Figure 1. Wire density map (run 1).
(3 px per um) The die is cut into 19 by 19 equal tiles; dark purple is low, yellow is high, scaled to the fullest tile. Values are wire area over tile area, all layers added.
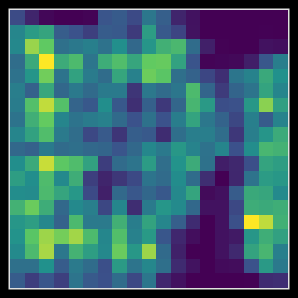
Figure 2. Cell placement (run 1).
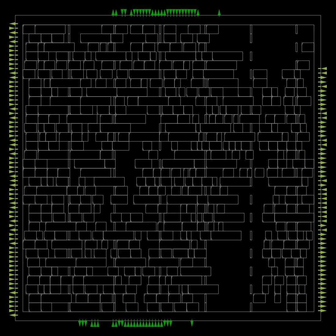
Figure 3. Signal wires by layer (run 1).
(4 px per um) Only two layers are drawn.
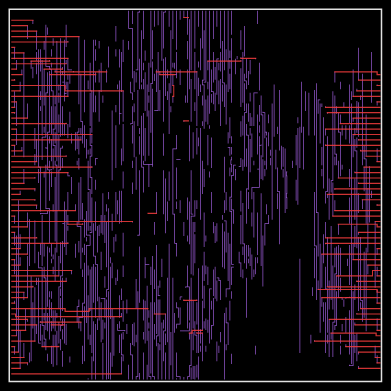
==> config.mk <==
export PLATFORM = sky130hd
export DESIGN_NAME = cache_arbiter_flat
export DESIGN_NICKNAME = d
export VERILOG_FILES = /design/src/rtl/cache_arbiter_if.sv /design/src/rtl/cache_arbiter.sv /design/src/flat_wrapper.sv
export SDC_FILE = /design/constraint.sdc
export NUM_CORES = 1
export LEC_CHECK = 0
export CORE_MARGIN = 2
export CORE_UTILIZATION = 40
export CTS_BUF_LIST = sky130_fd_sc_hd__clkbuf_2 sky130_fd_sc_hd__clkbuf_4 sky130_fd_sc_hd__clkbuf_8
export CTS_CLUSTER_SIZE = 40
export DETAILED_ROUTE_END_ITERATION = 8
export HOLD_SLACK_MARGIN = 0.02
export PLACE_DENSITY = 0.84
export SLEW_MARGIN = 20
export SYNTH_ARGS = -nofsm -noshare
export SYNTH_HDL_FRONTEND = slang
export SYNTH_SLANG_ARGS = --single-unit
==> constraint.sdc <==
create_clock -name clk -period 3.6 [get_ports clk]
set_input_delay 1.08 -clock clk [delete_from_list [all_inputs] [get_ports clk]]
set_output_delay 1.08 -clock clk [all_outputs]
set_load 0.02 [all_outputs]
==> results.py, run 1 <==
# Flow results
metrics = {
    "outcome": {
        "run_status": "complete, no violations",
    },
    "yosys": {
        "fa_ha_area_frac": 0.01194,
        "synth-simple-area-share": 0.07004,
        "topCellsByArea": "dfrtp_1, a2bb2oi_1, a311oi_1, o21a_1, o21ai_0",
        "ys.flop_type": "dfrtp_1",
    },
    "worst_setup_path": {
        "critPathSlowestCell": "clkdlybuf4s50_1",
        "regToRegSetupSlack_ps": 1930,
        "max_stage_delay_ps": 500,
    },
    "power": {
        "powerComb_mw": 2.24,
        "combPwrFrac": 0.608,
    },
    "layout": {
        "regArea_um2": 1378,
        "drive_gt1_frac": 0.1612,
        "most-common-layout-cells": "clkdlybuf4s50_1, dfrtp_1, o21ai_0",
        "inverters": 3,
        "seq_share": 0.2718,
    },
    "place": {
        "place_ws_ps": -548.6,
    },
    "clock_tree": {
        "clkLatencyLatePin_ps": 310,
        "cts.clk_slew.worst_paths_ps": 110,
    },
    "route": {
        "antenna_left": 0,
    },
    "global_routing": {
        "grt_max_degree": 47,
    },
}
## Picture notes: Figure 1
mean over tiles: 0.21
emptiest ninth of the die: top right
nearly empty tiles: 8.9%
fullest tile: 0.55
tiles over half the peak: 29%
Post-Route WL: 10.80 mm
Wirelength per Cell: 18.44 um
vias: 3417

## Picture notes: Figure 2
row count: 32
flip-flops: 55
fin cells: 586
TAP cells: 102
core area: 7687 um^2

## Picture notes: Figure 3
[purple] M2 | wire length: 5390 um
[red] M3 | wire length: 1040 um
Total Routing Usage GR: 0.2436

run 1: what timing repair did:
action	in CTS	in global routing
gates resized	150	5
setup buffers	3	0
gates cloned	2	0
endpoints found under the setup margin	37	17
pin swaps	3	1
run 1: routing by layer:
metal | share of wire | routed length, um | vias up
met1 | 0.40 | 4325 | 1672
met4 | 0.0045 | 49 | 0
met2 | 0.50 | 5390 | 161
met5 | 0 | 0 | -
met3 | 0.096 | 1039 | 4
li1 | - | - | 1580
run 1: logic make-up (layout without fill, tap and decap cells):
| family | Yosys count | count (layout) |
|---|---|---|
| compound gates | 173 | 173 |
| flops | 55 | 55 |
| buf+inv | 41 | 210 |
| simple gates | 37 | 37 |
| mux | 5 | 5 |
| fa+ha+maj | 3 | 3 |
| xor+xnor | 1 | 1 |
==> run 1 -> run 2 <==
- CELL_PAD_IN_SITES_DETAIL_PLACEMENT: not set -> 1
- CELL_PAD_IN_SITES_GLOBAL_PLACEMENT: not set -> 1
- CORE_UTILIZATION: 40 -> 31
- PLACE_DENSITY: 0.84 -> 0.9
- SETUP_SLACK_MARGIN: not set -> 0.1
Figure 4. Signal wires by layer (run 2).
(4 px per um) Only two layers are drawn.
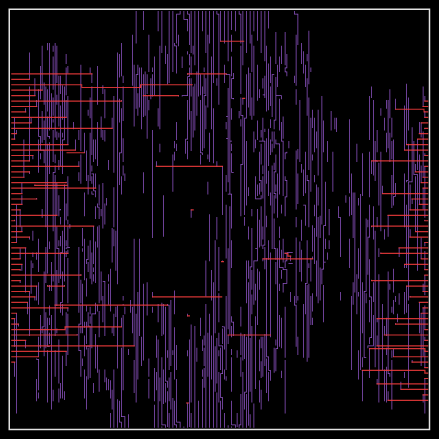
[red] M3 | wire length: 913 um
[purple] M2 | wire length: 6210 um
Post-Route WL: 12.20 mm
vias: 3449
Wirelength per Cell: 19.58 um

==> run 2 against run 1 <==
Net effect: global-route usage shrank 2.5 points; cell area grew 1.9%; flip-flop count is the same; critical path depth grew 5; critical path type unchanged; power grew 2.0%; worst hold slack gained 10 ps; first-iteration DRC count shrank 24%; sequential power is essentially flat; die area grew 28%; core utilization shrank 13 points; largest cell class unchanged; worst setup slack gained 33 ps.
==> results.py, run 2 <==
# Flow results
metrics = {
    "power": {
        "powerComb_mw": 2.30,
    },
    "layout": {
        "ff_count": 55,
        "most-common-layout-cells": "clkdlybuf4s50_1, dfrtp_1, o21ai_0",
        "drive_gt1_frac": 0.1714,
        "inverters": 3,
        "regArea_um2": 1378,
    },
    "floorplan": {
        "num_rows": 36,
        "tap_cells": 133,
    },
    "outcome": {
        "run_status": "complete, no violations",
    },
    "yosys": {
        "topCellsByArea": "dfrtp_1, a2bb2oi_1, a311oi_1, o21a_1, o21ai_0",
        "ys.flop_type": "dfrtp_1",
    },
    "route": {
        "antenna_left": 0,
        "wl_met2_mm": 6.209,
        "maxUsedRoutingLayer": "met4",
        "dr_wl_met3_um": 912,
    },
    "worst_setup_path": {
        "regToRegSetupSlack_ps": 1590,
        "max_stage_delay_ps": 360,
        "critPathSlowestCell": "or3_4",
    },
    "place": {
        "place_ws_ps": -526.4,
    },
    "clock_tree": {
        "cts.clk_slew.worst_paths_ps": 110,
    },
}
Figure 5. Wire density map (run 2).
(3 px per um) The die is cut into 21 by 21 equal tiles; dark purple is low, yellow is high, scaled to the fullest tile. Values are wire area over tile area, all layers added.
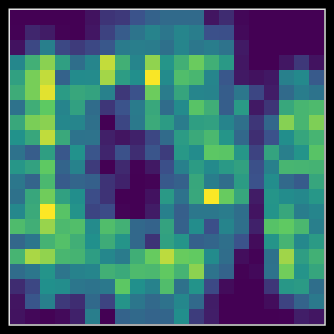
mean over tiles: 0.18
emptiest ninth of the die: top right
nearly empty tiles: 11%
tiles over half the peak: 33%
Total Routing Usage GR: 0.2190

-- run 2: repair_timing --
item,in CTS,in global routing
pin swaps,2,0
gates cloned,1,0
buffers inserted,8,0
endpoints found under the setup margin,37,24
gates resized,108,34
-- run 2: cell families after synthesis --
| logic type | synth area share |
|---|---|
| AND-OR/OR-AND | 0.4079 |
| XOR/XNOR | 0.002786 |
| adder cells (fa/ha/maj) | 0.01194 |
| buffers and inverters | 0.05332 |
| flip-flops | 0.4381 |
| multiplexers | 0.01592 |
| AND/OR/NAND/NOR | 0.07004 |
-- run 2: metrics by stage --
step / TNS [ps] / std cells
final: 0 / 623
after global routing: 0 / 623
after CTS: 0 / 623
after detailed placement: -18220 / 606
after global placement: -17290 / 606
after floorplan: 0 / 315
Power figures rest on the tool's default switching activity, not on a simulated workload.
